--- src/rtl/cvw_arch_verif_if.sv ---
// Retired-instruction record bus feeding the architectural coverage monitor.
// The retiring pipeline drives the record (master); the monitor observes it (slave).
interface cvw_arch_verif_if #(
  parameter int XLEN = 64
);
  logic            valid;
  logic [63:0]     order;
  logic [31:0]     insn;
  logic            trap;
  logic [XLEN-1:0] pc_rdata;
  logic [1:0]      mode;
  logic [31:0]     x_wb;
  logic [31:0]     f_wb;

  modport master (
    output valid, order, insn, trap, pc_rdata, mode, x_wb, f_wb
  );

  modport slave (
    input valid, order, insn, trap, pc_rdata, mode, x_wb, f_wb
  );
endinterface

--- src/rtl/cvw_arch_verif.sv ---
// Architectural coverage monitor: counts retired/trapped records, accumulates sticky hit maps and error flags.
// Define COVER_FREG_EN to accumulate FP register write-back coverage in freg_hit.
module cvw_arch_verif #(
  parameter int XLEN = 64,
  parameter int FLEN = 64
) (
  input  logic                  clk,
  input  logic                  reset,
  cvw_arch_verif_if.slave       rec,
  output logic [31:0]           retired_cnt,
  output logic [31:0]           trap_cnt,
  output logic [3:0]            mode_hit,
  output logic [31:0]           opcode_hit,
  output logic [2:0]            comp_hit,
  output logic [31:0]           xreg_hit,
  output logic [31:0]           freg_hit,
  output logic                  order_err,
  output logic                  x0_err,
  output logic                  pc_err,
  output logic                  mode_err
);

  localparam logic [31:0] CNT_MAX = 32'hFFFF_FFFF;

  logic [63:0] last_order;
  logic        seen_first;

  // Per-record accounting; everything holds while valid is low.
  always_ff @(posedge clk or posedge reset) begin
    if (reset) begin
      retired_cnt <= '0;
      trap_cnt    <= '0;
      mode_hit    <= '0;
      opcode_hit  <= '0;
      comp_hit    <= '0;
      xreg_hit    <= '0;
      order_err   <= 1'b0;
      x0_err      <= 1'b0;
      pc_err      <= 1'b0;
      mode_err    <= 1'b0;
      last_order  <= '0;
      seen_first  <= 1'b0;
    end else if (rec.valid) begin
      mode_hit[rec.mode] <= 1'b1;
      if (rec.mode == 2'd2) mode_err <= 1'b1;
      if (rec.x_wb[0]) x0_err <= 1'b1;
      if (rec.pc_rdata[0]) pc_err <= 1'b1;

      // The first record only seeds the sequence; every record recaptures it.
      seen_first <= 1'b1;
      last_order <= rec.order;
      if (seen_first && (rec.order != last_order + 64'd1)) order_err <= 1'b1;

      if (rec.trap) begin
        if (trap_cnt != CNT_MAX) trap_cnt <= trap_cnt + 32'd1;
      end else begin
        if (retired_cnt != CNT_MAX) retired_cnt <= retired_cnt + 32'd1;
        if (rec.insn[1:0] == 2'b11) opcode_hit[rec.insn[6:2]] <= 1'b1;
        else                        comp_hit[rec.insn[1:0]]   <= 1'b1;
        xreg_hit <= xreg_hit | {rec.x_wb[31:1], 1'b0};
      end
    end
  end

`ifdef COVER_FREG_EN
  // FP coverage includes f0, which unlike x0 is a real register.
  always_ff @(posedge clk or posedge reset) begin
    if (reset) begin
      freg_hit <= '0;
    end else if (rec.valid && !rec.trap) begin
      freg_hit <= freg_hit | rec.f_wb;
    end
  end

  logic unused_bits;
  assign unused_bits = ^{rec.pc_rdata[XLEN-1:1], rec.insn[31:7], FLEN[0]};
`else
  assign freg_hit = '0;

  logic unused_bits;
  assign unused_bits = ^{rec.pc_rdata[XLEN-1:1], rec.insn[31:7], rec.f_wb, FLEN[0]};
`endif

endmodule

--- src/flat_wrapper.sv ---
// flat-port wrapper written by rule: the top's interface ports become plain ports
module cvw_arch_verif_flat 
#(
  parameter int XLEN = 64,
  parameter int FLEN = 64
)
  (clk, reset, retired_cnt, trap_cnt, mode_hit, opcode_hit, comp_hit, xreg_hit, freg_hit, order_err, x0_err, pc_err, mode_err, rec_valid, rec_order, rec_insn, rec_trap, rec_pc_rdata, rec_mode, rec_x_wb, rec_f_wb);
  cvw_arch_verif_if #(.XLEN(XLEN)) rec_i ();
  input  logic clk;
  input  logic reset;
  output logic [31:0] retired_cnt;
  output logic [31:0] trap_cnt;
  output logic [3:0] mode_hit;
  output logic [31:0] opcode_hit;
  output logic [2:0] comp_hit;
  output logic [31:0] xreg_hit;
  output logic [31:0] freg_hit;
  output logic order_err;
  output logic x0_err;
  output logic pc_err;
  output logic mode_err;
  input wire logic [$bits(rec_i.valid)-1:0] rec_valid;
  input wire logic [$bits(rec_i.order)-1:0] rec_order;
  input wire logic [$bits(rec_i.insn)-1:0] rec_insn;
  input wire logic [$bits(rec_i.trap)-1:0] rec_trap;
  input wire logic [$bits(rec_i.pc_rdata)-1:0] rec_pc_rdata;
  input wire logic [$bits(rec_i.mode)-1:0] rec_mode;
  input wire logic [$bits(rec_i.x_wb)-1:0] rec_x_wb;
  input wire logic [$bits(rec_i.f_wb)-1:0] rec_f_wb;
  assign rec_i.valid = rec_valid;
  assign rec_i.order = rec_order;
  assign rec_i.insn = rec_insn;
  assign rec_i.trap = rec_trap;
  assign rec_i.pc_rdata = rec_pc_rdata;
  assign rec_i.mode = rec_mode;
  assign rec_i.x_wb = rec_x_wb;
  assign rec_i.f_wb = rec_f_wb;
  cvw_arch_verif #(.XLEN(XLEN), .FLEN(FLEN)) u_core (.clk(clk), .reset(reset), .rec(rec_i), .retired_cnt(retired_cnt), .trap_cnt(trap_cnt), .mode_hit(mode_hit), .opcode_hit(opcode_hit), .comp_hit(comp_hit), .xreg_hit(xreg_hit), .freg_hit(freg_hit), .order_err(order_err), .x0_err(x0_err), .pc_err(pc_err), .mode_err(mode_err));
endmodule
--- config.mk ---
export PLATFORM = sky130hd
export DESIGN_NAME = cvw_arch_verif_flat
export DESIGN_NICKNAME = d
export VERILOG_FILES = /design/src/rtl/cvw_arch_verif_if.sv /design/src/rtl/cvw_arch_verif.sv /design/src/flat_wrapper.sv
export SDC_FILE = /design/constraint.sdc
export NUM_CORES = 1
export LEC_CHECK = 0
export ABC_CLOCK_PERIOD_IN_PS = 7600
export CORE_MARGIN = 3
export CORE_UTILIZATION = 25
export CTS_BUF_LIST = sky130_fd_sc_hd__clkbuf_8
export DETAILED_ROUTE_END_ITERATION = 10
export PLACE_DENSITY = 0.54
export SLEW_MARGIN = 20
export SYNTH_ARGS = -nofsm -noshare
export SYNTH_HDL_FRONTEND = slang
export SYNTH_SLANG_ARGS = --single-unit
--- constraint.sdc ---
create_clock -name clk -period 7.6 [get_ports clk]
set_input_delay 1.14 -clock clk [delete_from_list [all_inputs] [get_ports clk]]
set_output_delay 1.14 -clock clk [all_outputs]
set_load 0.03 [all_outputs]
==> run_1/power_grid.png <==
Pins as bars on the die edge. Tap cells in grey.
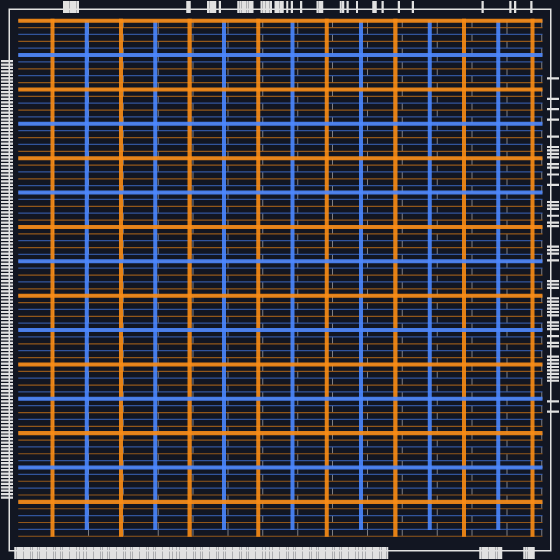
| colour | net |
|---|---|
| blue | VDD |
| orange | VSS |
met1 rails: 76
tap cells: 577
met5 straps: 15
rows: 75

==> run_1/layer_met2.png <==
Scale bar: 50 um.
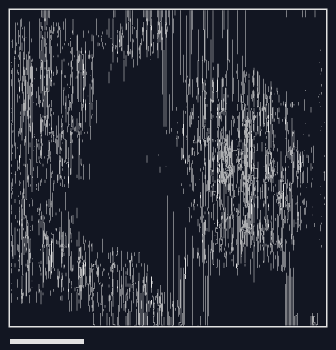
wire length on this layer: 15,100 um
longest straight run: 87.7 um
share of all routed wire: 45%
nets with wire on the layer: 1,227
main direction: vertical

==> run_1/placement_by_type.png <==
Scale bar: 50 um. Fill, decap, tap and diode cells in grey.
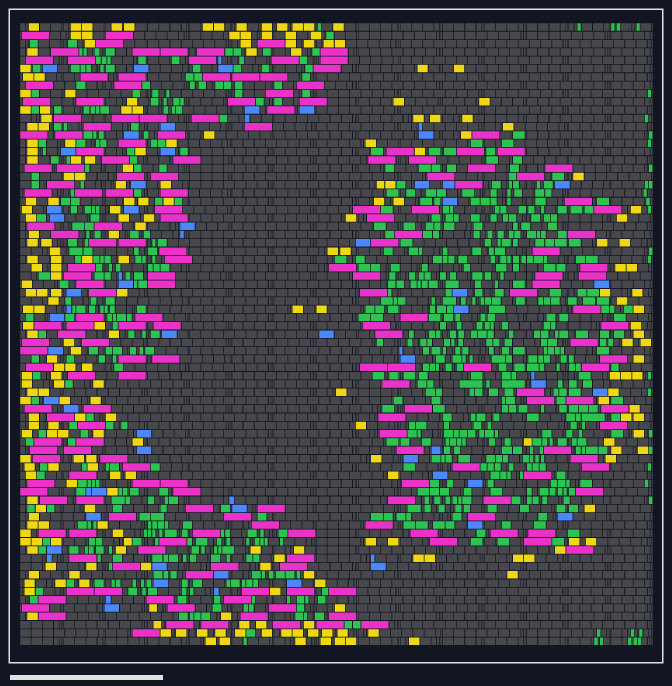
| colour | class | cells | share of their area |
|---|---|---|---|
| yellow | other buffers and delay cells | 251 | 18% |
| magenta | flops | 203 | 37% |
| blue | clock drivers and dummy loads | 66 | 5.6% |
| green | combinational and other logic | 780 | 39% |

==> impl_results.html, run 1 <==
<h2>Synthesis and place &amp; route</h2>
<table>
<tr><th>Metric</th><th>Value</th></tr>
<tr><th colspan="2">Status</th></tr>
<tr><td>Run status</td><td>completed</td></tr>
<tr><th colspan="2">Placed design</th></tr>
<tr><td>IO buf count</td><td>247</td></tr>
<tr><td>Final HPWL from detailed placement</td><td>24,440 um</td></tr>
<tr><th colspan="2">Clock tree</th></tr>
<tr><td>Number of buffers on the longest clock path</td><td>3</td></tr>
<tr><td>TritonCTS sink count</td><td>203</td></tr>
<tr><td>Root buffer cell</td><td>clkbuf_8</td></tr>
<tr><td>Post-CTS Repair Setup Buffers</td><td>0</td></tr>
<tr><th colspan="2">Synthesis</th></tr>
<tr><td>Share of synthesized area occupied by flip-flops and latches</td><td>47.11%</td></tr>
<tr><td>Flops after synth</td><td>203</td></tr>
<tr><td>Post-synthesis cell count</td><td>1,015</td></tr>
<tr><td>Netlist area before placement</td><td>10,780 sq um</td></tr>
<tr><td>Share of async-settable or async-resettable flops after synthesis</td><td>100.0%</td></tr>
<tr><td>Top cells by count</td><td>dfrtp_1 (203), xnor2_1 (99), nand2_1 (68)</td></tr>
<tr><td>Top-area cell share</td><td>47.11%</td></tr>
<tr><th colspan="2">GRT</th></tr>
<tr><td>Global-route usage over all layers</td><td>14.65%</td></tr>
<tr><td>Vias in the first global route</td><td>8,931</td></tr>
<tr><td>Met1 usage in global routing</td><td>18.02%</td></tr>
<tr><th colspan="2">Die</th></tr>
<tr><td>I/O pin total</td><td>401</td></tr>
<tr><td>Number of cell rows</td><td>75</td></tr>
<tr><td>Pre-placement core utilization</td><td>25.48%</td></tr>
<tr><th colspan="2">Critical path</th></tr>
<tr><td>R2R Setup Slk</td><td>4.20 ns</td></tr>
<tr><td>Depth of the worst register-to-register path</td><td>9</td></tr>
<tr><th colspan="2">Final timing</th></tr>
<tr><td>Final tally of max-slew violations</td><td>0</td></tr>
<tr><td>Transition time at the pin with the least slew margin</td><td>1.038 ns</td></tr>
<tr><td>Post-route minimum period</td><td>3.399 ns</td></tr>
<tr><th colspan="2">Finish</th></tr>
<tr><td>Fraction of final layout cells with drive strength greater than 1</td><td>12.15%</td></tr>
<tr><td>Tally of non-filler cells in the final layout</td><td>1,877</td></tr>
<tr><td>Area of all placed cells without fillers</td><td>14,500 sq um</td></tr>
<tr><td>Gate Area</td><td>5323 sq um</td></tr>
<tr><th colspan="2">Hold path</th></tr>
<tr><td>Hold Path Depth</td><td>1</td></tr>
<tr><td>Class of the worst hold path</td><td>reg -&gt; reg</td></tr>
<tr><th colspan="2">Flow run</th></tr>
<tr><td>Tool warning count</td><td>148</td></tr>
<tr><th colspan="2">Pwr</th></tr>
<tr><td>Tot Pwr</td><td>2.961 mW</td></tr>
<tr><td>Clock network fraction of design power</td><td>37.4%</td></tr>
<tr><td>Switching power share of the total</td><td>32.04%</td></tr>
<tr><th colspan="2">Drt</th></tr>
<tr><td>Top layer used by detailed routing</td><td>met5</td></tr>
<tr><td>Post-Route M1 WL</td><td>14,080 um</td></tr>
<tr><td>Final antenna-violating net count</td><td>0</td></tr>
<tr><td>Total length of routed met3 wires</td><td>3462 um</td></tr>
</table>
-- run 1: flip-flops by register name, indices dropped and copies added, names as in the netlist --
register and flops:
u_core.opcode_hit 32, u_core.comp_hit 3, u_core.order_err 1, u_core.mode_err 1, u_core.trap_cnt 32, u_core.pc_err 1
u_core.x0_err 1, u_core.last_order 64, u_core.seen_first 1, u_core.mode_hit 4, u_core.xreg_hit 31, u_core.retired_cnt 32
-- run 1: cells by family after synthesis --
| kind of cell | count (synthesis) | synth area share, % |
|---|---|---|
| AND/OR/NAND/NOR | 365 | 19.49 |
| AND-OR/OR-AND | 134 | 8.900 |
| multiplexers | 71 | 7.345 |
| XOR/XNOR | 149 | 12.10 |
| buffers and inverters | 89 | 4.665 |
| adder cells (fa/ha/maj) | 3 | 0.3481 |
| other | 1 | 0.03478 |
| flip-flops | 203 | 47.11 |
-- run 1: power by group through the flow --
stage	logic [mW]	clock network, mW	registers (mW)
CTS	0.591	1.16	1.27
finish	0.583	1.11	1.27
global route	0.634	1.21	1.29
detailed placement	0.587	0	1.28
floorplan	0.289	0	1.34
global placement	0.585	0	1.28
-- run 1: worst max-delay path, stage by stage (launching register included) --
cell	delay (ns)
dfrtp_1	0.41
ha_1	0.26
and4_1	0.46
nand3_1	0.41
nor4_1	0.44
xnor2_1	0.16
o221ai_1	0.13
or4_1	0.56
a2111oi_2	0.30
a21oi_1	0.14
-- run 1: layout make-up --
| class | count | share of cell area, % |
|---|---|---|
| Clock buffer | 50 | 4.748 |
| Clock inverter | 16 | 0.5611 |
| Inverter | 25 | 0.6992 |
| Multi-Input combinational cell | 755 | 36.72 |
| Sequential cell | 203 | 35.05 |
| Tap cell | 577 | 4.981 |
| Timing Repair Buffer | 251 | 17.25 |
==> run 2, diff against run 1 <==
--- a/config.mk
+++ b/config.mk
@@ -5,12 +5,12 @@
 export SDC_FILE = /design/constraint.sdc
 export NUM_CORES = 1
 export LEC_CHECK = 0
-export ABC_CLOCK_PERIOD_IN_PS = 7600
+export ABC_CLOCK_PERIOD_IN_PS = 3100
 export CORE_MARGIN = 3
 export CORE_UTILIZATION = 25
 export CTS_BUF_LIST = sky130_fd_sc_hd__clkbuf_8
 export DETAILED_ROUTE_END_ITERATION = 10
-export PLACE_DENSITY = 0.54
+export PLACE_DENSITY = 0.56
 export SLEW_MARGIN = 20
 export SYNTH_ARGS = -nofsm -noshare
 export SYNTH_HDL_FRONTEND = slang
==> constraint.sdc (replaced) <==
create_clock -name clk -period 3.1 [get_ports clk]
set_input_delay 0.465 -clock clk [delete_from_list [all_inputs] [get_ports clk]]
set_output_delay 0.465 -clock clk [all_outputs]
set_load 0.03 [all_outputs]
==> run_2/layer_met2.png <==
Scale bar: 50 um.
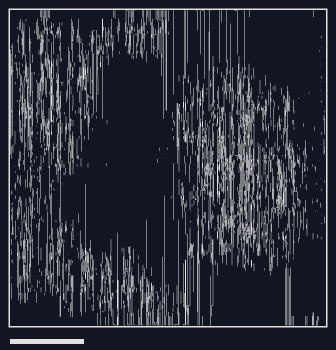
main direction: vertical
longest straight run: 87.7 um
share of all routed wire: 47%

==> run_2/power_grid.png <==
Pins as bars on the die edge. Tap cells in grey.
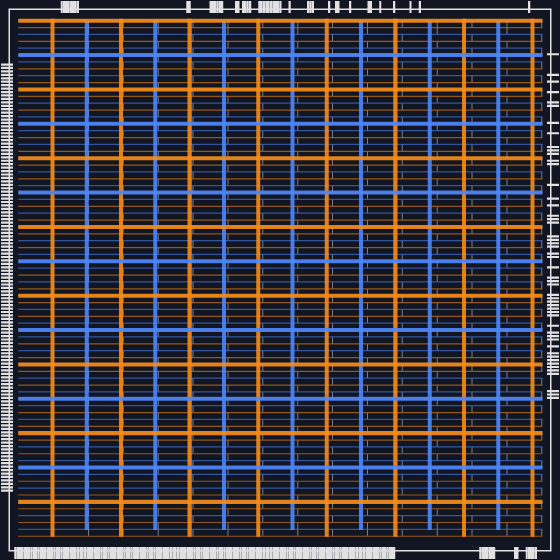
die y size: 213.7 um
Peak VDD IR: 0.2947 mV
core box area: 42,320 sq um

==> run 2 against run 1 <==
- design area rose by 4.2%
- flip-flop count is the same
- critical endpoint unchanged
- clock power rose to 2.5 times the previous value
- largest cell class unchanged
- clock skew fell by 0.0068 ns
==> impl_results.html, run 2 <==
<h2>Synthesis and place &amp; route</h2>
<table>
<tr><th>Metric</th><th>Value</th></tr>
<tr><th colspan="2">Status</th></tr>
<tr><td>Run status</td><td>completed</td></tr>
<tr><th colspan="2">Placed design</th></tr>
<tr><td>IO buf count</td><td>247</td></tr>
<tr><td>Placed instance area</td><td>14,180 sq um</td></tr>
<tr><td>Final HPWL from detailed placement</td><td>26,530 um</td></tr>
<tr><th colspan="2">Final timing</th></tr>
<tr><td>Setup tns final</td><td>0 ns</td></tr>
<tr><td>Final tally of max-slew violations</td><td>0</td></tr>
<tr><td>Worst slack on hold paths</td><td>0.2558 ns</td></tr>
<tr><td>Post-route minimum period</td><td>2.950 ns</td></tr>
<tr><td>Transition time at the pin with the least slew margin</td><td>1.012 ns</td></tr>
<tr><td>Worst slew margin</td><td>32.55%</td></tr>
<tr><th colspan="2">Critical path</th></tr>
<tr><td>Critical register-to-register path endpoint</td><td>u_core.order_err</td></tr>
<tr><td>Startpoint of the worst register-to-register path</td><td>u_core.last_order[21]</td></tr>
<tr><td>Arrival time worst endpoint</td><td>3.39 ns</td></tr>
<tr><td>Depth of the worst register-to-register path</td><td>8</td></tr>
<tr><td>Highest net fanout along the worst path</td><td>10</td></tr>
<tr><td>CP endpoint kind</td><td>flip-flop</td></tr>
<tr><td>R2R Setup Slk</td><td>0.15 ns</td></tr>
<tr><th colspan="2">Synthesis</th></tr>
<tr><td>Largest area contributor in the netlist</td><td>dfrtp_1</td></tr>
<tr><td>Tally of unique sky130hd cells used after synthesis</td><td>67</td></tr>
<tr><td>Share of synthesized area occupied by flip-flops and latches</td><td>47.11%</td></tr>
<tr><td>Top-area cell share</td><td>47.11%</td></tr>
<tr><td>Ys cells</td><td>1,015</td></tr>
<tr><td>Flops after synth</td><td>203</td></tr>
<tr><td>Top cells by count</td><td>dfrtp_1 (203), xnor2_1 (99), nand2_1 (68)</td></tr>
<tr><td>Leading cell type by number of instances after synthesis</td><td>dfrtp_1</td></tr>
<tr><td>Share of async-settable or async-resettable flops after synthesis</td><td>100.0%</td></tr>
<tr><td>Post-synthesis cell count</td><td>1,015</td></tr>
<tr><td>Mean instance size in the synthesized netlist</td><td>10.62 sq um</td></tr>
<tr><td>Netlist area before placement</td><td>10,780 sq um</td></tr>
<tr><th colspan="2">Finish</th></tr>
<tr><td>Most common logic cells in the final layout</td><td>clkdlybuf4s50_1 (246), dfrtp_1 (203), xnor2_1 (99), nand2_1 (68), mux2_2 (65)</td></tr>
<tr><td>Most flop-heavy register</td><td>u_core.last_order</td></tr>
<tr><td>Final core area utilization</td><td>35.68%</td></tr>
<tr><td>Most common library cell in the layout ignoring fill and taps</td><td>clkdlybuf4s50_1</td></tr>
<tr><td>Tally of non-filler cells in the final layout</td><td>1,935</td></tr>
<tr><td>Fraction of final layout cells with drive strength greater than 1</td><td>16.27%</td></tr>
<tr><td>Largest register FFs</td><td>64</td></tr>
<tr><td>Area growth syn-to-layout</td><td>40.04%</td></tr>
<tr><th colspan="2">Drt</th></tr>
<tr><td>Final Routed Wirelength</td><td>34,590 um</td></tr>
<tr><td>Final antenna-violating net count</td><td>0</td></tr>
<tr><td>Post-Route M1 WL</td><td>14,210 um</td></tr>
<tr><td>Met2 wire len</td><td>16,150 um</td></tr>
<tr><td>Detail-routed via count per cell</td><td>4.617</td></tr>
<tr><td>Top layer used by detailed routing</td><td>met4</td></tr>
<tr><td>Total length of routed met3 wires</td><td>3217 um</td></tr>
<tr><th colspan="2">Pwr</th></tr>
<tr><td>Clock network fraction of design power</td><td>37.8%</td></tr>
<tr><td>Combinational Power Share</td><td>21.2%</td></tr>
<tr><td>Sequential Power Share</td><td>41.0%</td></tr>
<tr><td>Power spent charging and discharging nets</td><td>2.338 mW</td></tr>
<tr><td>Switching power share of the total</td><td>31.23%</td></tr>
<tr><td>Tot Pwr</td><td>7.485 mW</td></tr>
<tr><th colspan="2">Hold path</th></tr>
<tr><td>Class of the worst hold path</td><td>in -&gt; reg</td></tr>
<tr><td>Hold_sp</td><td>rec_valid</td></tr>
<tr><td>Hold Path Depth</td><td>3</td></tr>
<tr><th colspan="2">GRT</th></tr>
<tr><td>Initial antenna violation count</td><td>0</td></tr>
<tr><td>Global-route usage over all layers</td><td>15.17%</td></tr>
<tr><td>Vias in the first global route</td><td>9,243</td></tr>
<tr><td>Met1 usage in global routing</td><td>18.31%</td></tr>
<tr><th colspan="2">Clock tree</th></tr>
<tr><td>Clock transition time at the flip-flop clock pins of the worst setup and hold paths</td><td>0.06 ns</td></tr>
<tr><td>Latest clock arrival within the worst-skew pair</td><td>0.58 ns</td></tr>
<tr><td>TritonCTS sink count</td><td>203</td></tr>
<tr><td>Root buffer cell</td><td>clkbuf_8</td></tr>
<tr><td>Number of buffers on the longest clock path</td><td>3</td></tr>
<tr><th colspan="2">Die</th></tr>
<tr><td>Pre-placement core utilization</td><td>25.48%</td></tr>
<tr><td>Die Area</td><td>45,660 sq um</td></tr>
<tr><td>I/O pin total</td><td>401</td></tr>
<tr><th colspan="2">Flow run</th></tr>
<tr><td>Tool warning count</td><td>146</td></tr>
</table>
==> run_2/placement_by_type.png <==
Scale bar: 50 um. Fill, decap, tap and diode cells in grey.
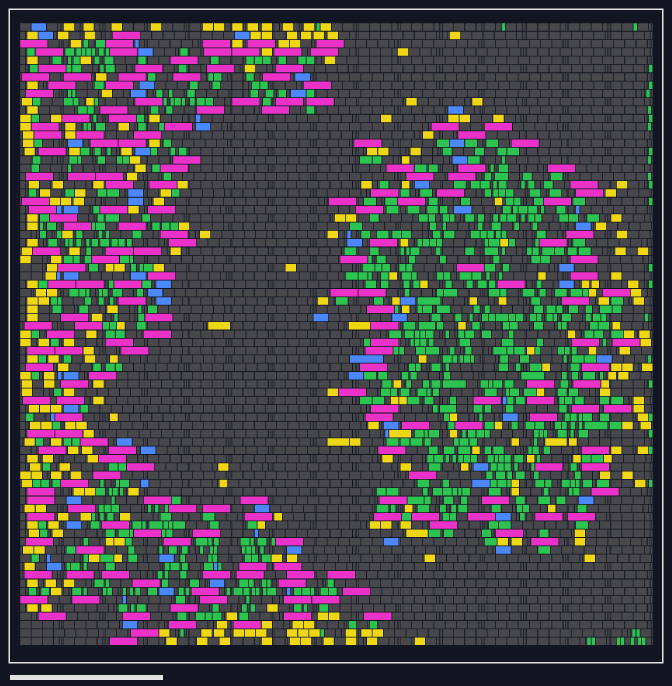
| colour | class | cells | share of their area |
|---|---|---|---|
| magenta | flops | 203 | 35% |
| blue | clock drivers and dummy loads | 71 | 5.9% |
| green | combinational and other logic | 780 | 38% |
| yellow | other buffers and delay cells | 304 | 21% |
area of all placed cells without fillers: 15,100 sq um
number of cell rows: 75

-- run 2: cell types whose count changed in the layout (fill, tap and decap cells not counted), moves of 2 or more --
| cell | delta |
|---|---|
| buf_4 | +47 |
| buf_12 | +6 |
| inv_1 | +6 |
| clkinv_2 | -5 |
| nor4_1 | -4 |
| nor4_2 | +3 |
| clkbuf_8 | +2 |
| clkinvlp_4 | +2 |
| inv_8 | -2 |
-- run 2: area by class of cell --
cell class,count,area (sq um)
Tap cell,577,721.9
Fill cell,4295,27220
Inverter,25,97.59
Multi-Input combinational cell,755,5384
Sequential cell,203,5080
Clock buffer,52,715.7
Clock inverter,19,128.9
Timing Repair Buffer,304,2973
-- run 2: logic make-up after synthesis --
family | count (synthesis) | synth area share (%)
buf+inv | 89 | 4.665
flops | 203 | 47.11
simple gates | 365 | 19.49
xor+xnor | 149 | 12.10
mux | 71 | 7.345
compound gates | 134 | 8.900
fa+ha+maj | 3 | 0.3481
other cells | 1 | 0.03478
-- run 2: power groups by stage --
| stage | registers (mW) | clock network, mW | logic (mW) |
|---|---|---|---|
| after floorplan | 3.29 | 0 | 0.709 |
| after global placement | 3.10 | 0 | 1.58 |
| after detailed placement | 3.11 | 0 | 1.59 |
| after CTS | 3.07 | 2.96 | 1.59 |
| after global routing | 3.10 | 3.09 | 1.72 |
| final | 3.07 | 2.83 | 1.58 |
-- run 2: timing repair --
action / 4_1_cts / 5_1_grt
hold buffers: 0 / 0
buffers inserted: 0 / 2
gates resized: 0 / 13
setup endpoints to repair: 0 / 1
-- run 2: worst max-delay path, cell delays in order, from the launching register on --
cell	delay (ns)
dfrtp_1	0.46
nand4_4	0.22
nor4_2	0.46
and4_2	0.39
xnor2_1	0.19
o31ai_1	0.16
or4_1	0.57
a2111oi_2	0.26
a21oi_1	0.11
==> run 3, diff against run 2 <==
--- a/config.mk
+++ b/config.mk
@@ -9,6 +9,7 @@
 export CORE_MARGIN = 3
 export CORE_UTILIZATION = 25
 export CTS_BUF_LIST = sky130_fd_sc_hd__clkbuf_8
+export CTS_CLUSTER_DIAMETER = 40
 export DETAILED_ROUTE_END_ITERATION = 10
 export PLACE_DENSITY = 0.56
 export SLEW_MARGIN = 20
==> run_3/power_grid.png <==
Pins as bars on the die edge. Tap cells in grey.
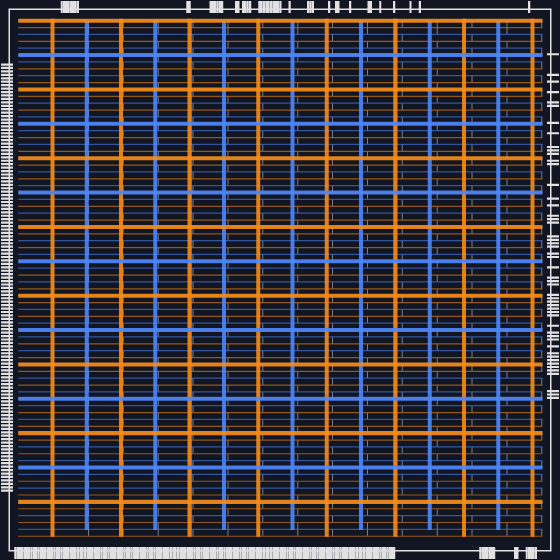
| colour | net |
|---|---|
| orange | VSS |
| blue | VDD |
met1 rails: 76
met5 straps: 15
met4 straps: 15
rows: 75
signal pins: 401

==> run_3/clk_routes.png <==
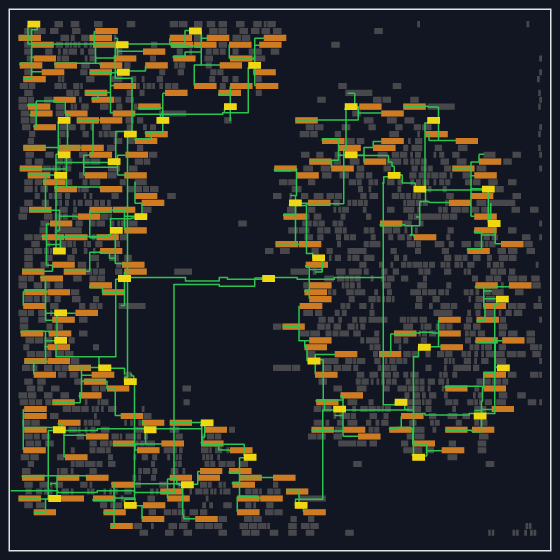
[green] clock wires | length: 3,580 um
[yellow] clock drivers | count: 46
[orange] flip-flops | count: 203
routed clock nets: 47

==> run 3 against run 2 <==
- clock skew is 0.0078 ns higher
- combinational power is essentially flat
- utilization rose by 0.68 points
- fmax grew 0.12%
- via count increased by 0.50%
- critical path type unchanged
==> impl_results.html, run 3 <==
<h2>Synthesis and place &amp; route</h2>
<table>
<tr><th>Metric</th><th>Value</th></tr>
<tr><th colspan="2">Status</th></tr>
<tr><td>Run status</td><td>completed</td></tr>
<tr><th colspan="2">GRT</th></tr>
<tr><td>Largest net degree at the start of global routing</td><td>76</td></tr>
<tr><td>Global-route usage over all layers</td><td>15.13%</td></tr>
<tr><td>Initial antenna violation count</td><td>0</td></tr>
<tr><td>Vias in the first global route</td><td>9,343</td></tr>
<tr><th colspan="2">Final timing</th></tr>
<tr><td>Transition time at the pin with the least slew margin</td><td>1.009 ns</td></tr>
<tr><td>Post-route minimum period</td><td>2.946 ns</td></tr>
<tr><td>Skew final</td><td>0.01849 ns</td></tr>
<tr><td>Worst slew margin</td><td>32.76%</td></tr>
<tr><th colspan="2">Flow run</th></tr>
<tr><td>Tool warning count</td><td>146</td></tr>
<tr><th colspan="2">Hold path</th></tr>
<tr><td>Hold Path Depth</td><td>3</td></tr>
<tr><td>Hold_sp</td><td>rec_valid</td></tr>
<tr><td>Class of the worst hold path</td><td>in -&gt; reg</td></tr>
<tr><th colspan="2">Synthesis</th></tr>
<tr><td>Share of async-settable or async-resettable flops after synthesis</td><td>100.0%</td></tr>
<tr><td>Post-synthesis cell count</td><td>1,015</td></tr>
<tr><td>Tally of unique sky130hd cells used after synthesis</td><td>67</td></tr>
<tr><td>Share of synthesized area occupied by flip-flops and latches</td><td>47.11%</td></tr>
<tr><td>Number of warnings printed during yosys synthesis</td><td>0</td></tr>
<tr><td>Netlist area before placement</td><td>10,780 sq um</td></tr>
<tr><td>Leading cell type by number of instances after synthesis</td><td>dfrtp_1</td></tr>
<tr><td>Mean instance size in the synthesized netlist</td><td>10.62 sq um</td></tr>
<tr><td>Largest area contributor in the netlist</td><td>dfrtp_1</td></tr>
<tr><td>Top-area cell share</td><td>47.11%</td></tr>
<tr><td>Flops after synth</td><td>203</td></tr>
<tr><td>Ys cells</td><td>1,015</td></tr>
<tr><td>Top cells by count</td><td>dfrtp_1 (203), xnor2_1 (99), nand2_1 (68)</td></tr>
<tr><th colspan="2">Clock tree</th></tr>
<tr><td>Number of CTS-inserted buffers</td><td>46</td></tr>
<tr><td>Post-CTS Repair Setup Buffers</td><td>0</td></tr>
<tr><td>Number of buffers on the longest clock path</td><td>3</td></tr>
<tr><td>Latest clock arrival within the worst-skew pair</td><td>0.61 ns</td></tr>
<tr><td>CTS tree</td><td>built</td></tr>
<tr><td>Clock transition time at the flip-flop clock pins of the worst setup and hold paths</td><td>0.05 ns</td></tr>
<tr><td>Root buffer cell</td><td>clkbuf_8</td></tr>
<tr><td>CTS resizes</td><td>0</td></tr>
<tr><th colspan="2">Finish</th></tr>
<tr><td>Most common library cell in the layout ignoring fill and taps</td><td>clkdlybuf4s50_1</td></tr>
<tr><td>Final core area utilization</td><td>36.36%</td></tr>
<tr><td>Most common logic cells in the final layout</td><td>clkdlybuf4s50_1 (246), dfrtp_1 (203), xnor2_1 (99), nand2_1 (68), mux2_2 (65)</td></tr>
<tr><td>Most flop-heavy register</td><td>u_core.last_order</td></tr>
<tr><td>Area growth syn-to-layout</td><td>42.70%</td></tr>
<tr><th colspan="2">Placed design</th></tr>
<tr><td>Placed instance area</td><td>14,180 sq um</td></tr>
<tr><td>IO buf count</td><td>247</td></tr>
<tr><td>Final HPWL from detailed placement</td><td>26,530 um</td></tr>
<tr><th colspan="2">Critical path</th></tr>
<tr><td>Depth of the worst register-to-register path</td><td>8</td></tr>
<tr><td>Critical register-to-register path endpoint</td><td>u_core.order_err</td></tr>
<tr><td>Highest net fanout along the worst path</td><td>10</td></tr>
<tr><td>R2R Setup Slk</td><td>0.15 ns</td></tr>
<tr><td>Arrival time worst endpoint</td><td>3.39 ns</td></tr>
<tr><td>CP endpoint kind</td><td>flip-flop</td></tr>
<tr><th colspan="2">Pwr</th></tr>
<tr><td>Power spent charging and discharging nets</td><td>2.459 mW</td></tr>
<tr><td>Combinational Power Share</td><td>19.0%</td></tr>
<tr><td>Sequential Power Share</td><td>36.8%</td></tr>
<tr><td>Combinational logic power</td><td>1.58 mW</td></tr>
<tr><td>Peak VDD IR</td><td>0.3064 mV</td></tr>
<tr><td>Seq group</td><td>3.07 mW</td></tr>
<tr><td>Power in the clock group</td><td>3.69 mW</td></tr>
<tr><td>Switching power share of the total</td><td>29.48%</td></tr>
<tr><td>Leading power group</td><td>the clock network</td></tr>
<tr><th colspan="2">Die</th></tr>
<tr><td>I/O pin total</td><td>401</td></tr>
<tr><td>Die Area</td><td>45,660 sq um</td></tr>
<tr><td>Die y size</td><td>213.7 um</td></tr>
<tr><td>Pre-placement core utilization</td><td>25.48%</td></tr>
<tr><td>Number of cell rows</td><td>75</td></tr>
<tr><th colspan="2">Drt</th></tr>
<tr><td>Detail-routed via count per cell</td><td>4.609</td></tr>
<tr><td>Final antenna-violating net count</td><td>0</td></tr>
</table>
==> run_3/placement_by_type.png <==
Scale bar: 50 um. Fill, decap, tap and diode cells in grey.
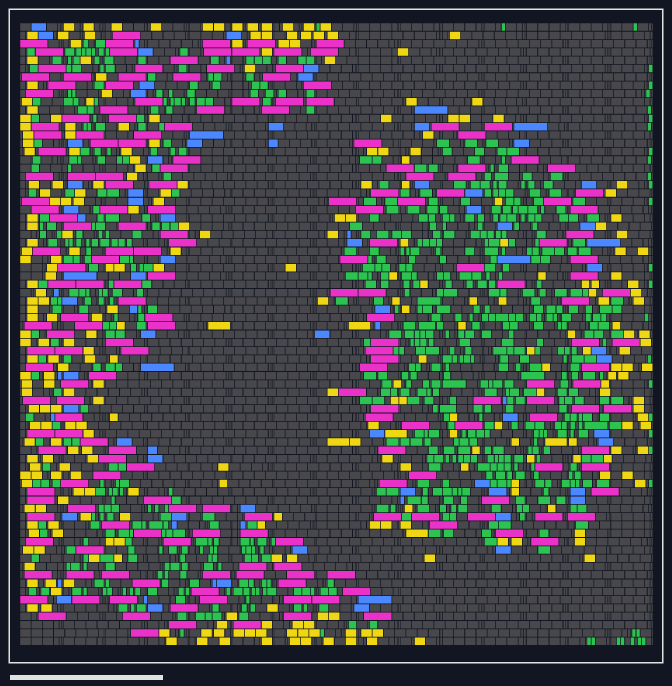
| colour | class | cells | share of their area |
|---|---|---|---|
| green | combinational and other logic | 780 | 37% |
| blue | clock drivers and dummy loads | 84 | 7.7% |
| yellow | other buffers and delay cells | 304 | 20% |
| magenta | flops | 203 | 35% |
flop share of the area: 33.01%
area of all placed cells without fillers: 15,390 sq um

-- run 3: area by class of cell --
| class | count | area [sq um] |
|---|---|---|
| timing repair buffer | 304 | 2973 |
| tap | 577 | 721.9 |
| fill | 4293 | 26930 |
| inverter | 25 | 97.59 |
| sequential | 203 | 5080 |
| clock inverter | 28 | 362.8 |
| multi-input combinational | 755 | 5381 |
| clock buffer | 56 | 770.7 |
-- run 3: cell families after synthesis --
group / Yosys count / synth area share (%)
flops: 203 / 47.11
simple gates: 365 / 19.49
mux: 71 / 7.345
compound gates: 134 / 8.900
fa+ha+maj: 3 / 0.3481
other cells: 1 / 0.03478
xor+xnor: 149 / 12.10
buf+inv: 89 / 4.665
-- run 3: stage by stage --
| stage | hold WS, ns | TNS [ns] | power (mW) | instances |
|---|---|---|---|---|
| after floorplan | 0.4371 | 0 | 3.996 | 1047 |
| after global placement | 0.4372 | 0 | 4.681 | 1862 |
| after detailed placement | 0.4429 | 0 | 4.695 | 1862 |
| after CTS | 0.1837 | 0 | 8.478 | 1946 |
| after global routing | 0.2340 | -0.01247 | 8.762 | 1948 |
| final | 0.2451 | 0 | 8.342 | 1948 |
-- run 3: worst max-delay path, stage by stage (launching register included) --
cell and delay [ns]:
dfrtp_1 0.45, nand4_4 0.22, nor4_2 0.46, and4_2 0.38, xnor2_1 0.18, o31ai_1 0.15, or4_1 0.57, a2111oi_2 0.26
a21oi_1 0.11
-- run 3: routing by layer --
| layer | GRT usage, % | wire (um) | share of wire [%] |
|---|---|---|---|
| met2 | 24.42 | 16240 | 47 |
| met4 | 6.335 | 1088 | 3.1 |
| met3 | 5.647 | 3150 | 9.1 |
| met1 | 18.27 | 14210 | 41 |
| met5 | 0 | 0 | 0 |
No activity file was given, so power comes from the tool's default toggle rates.
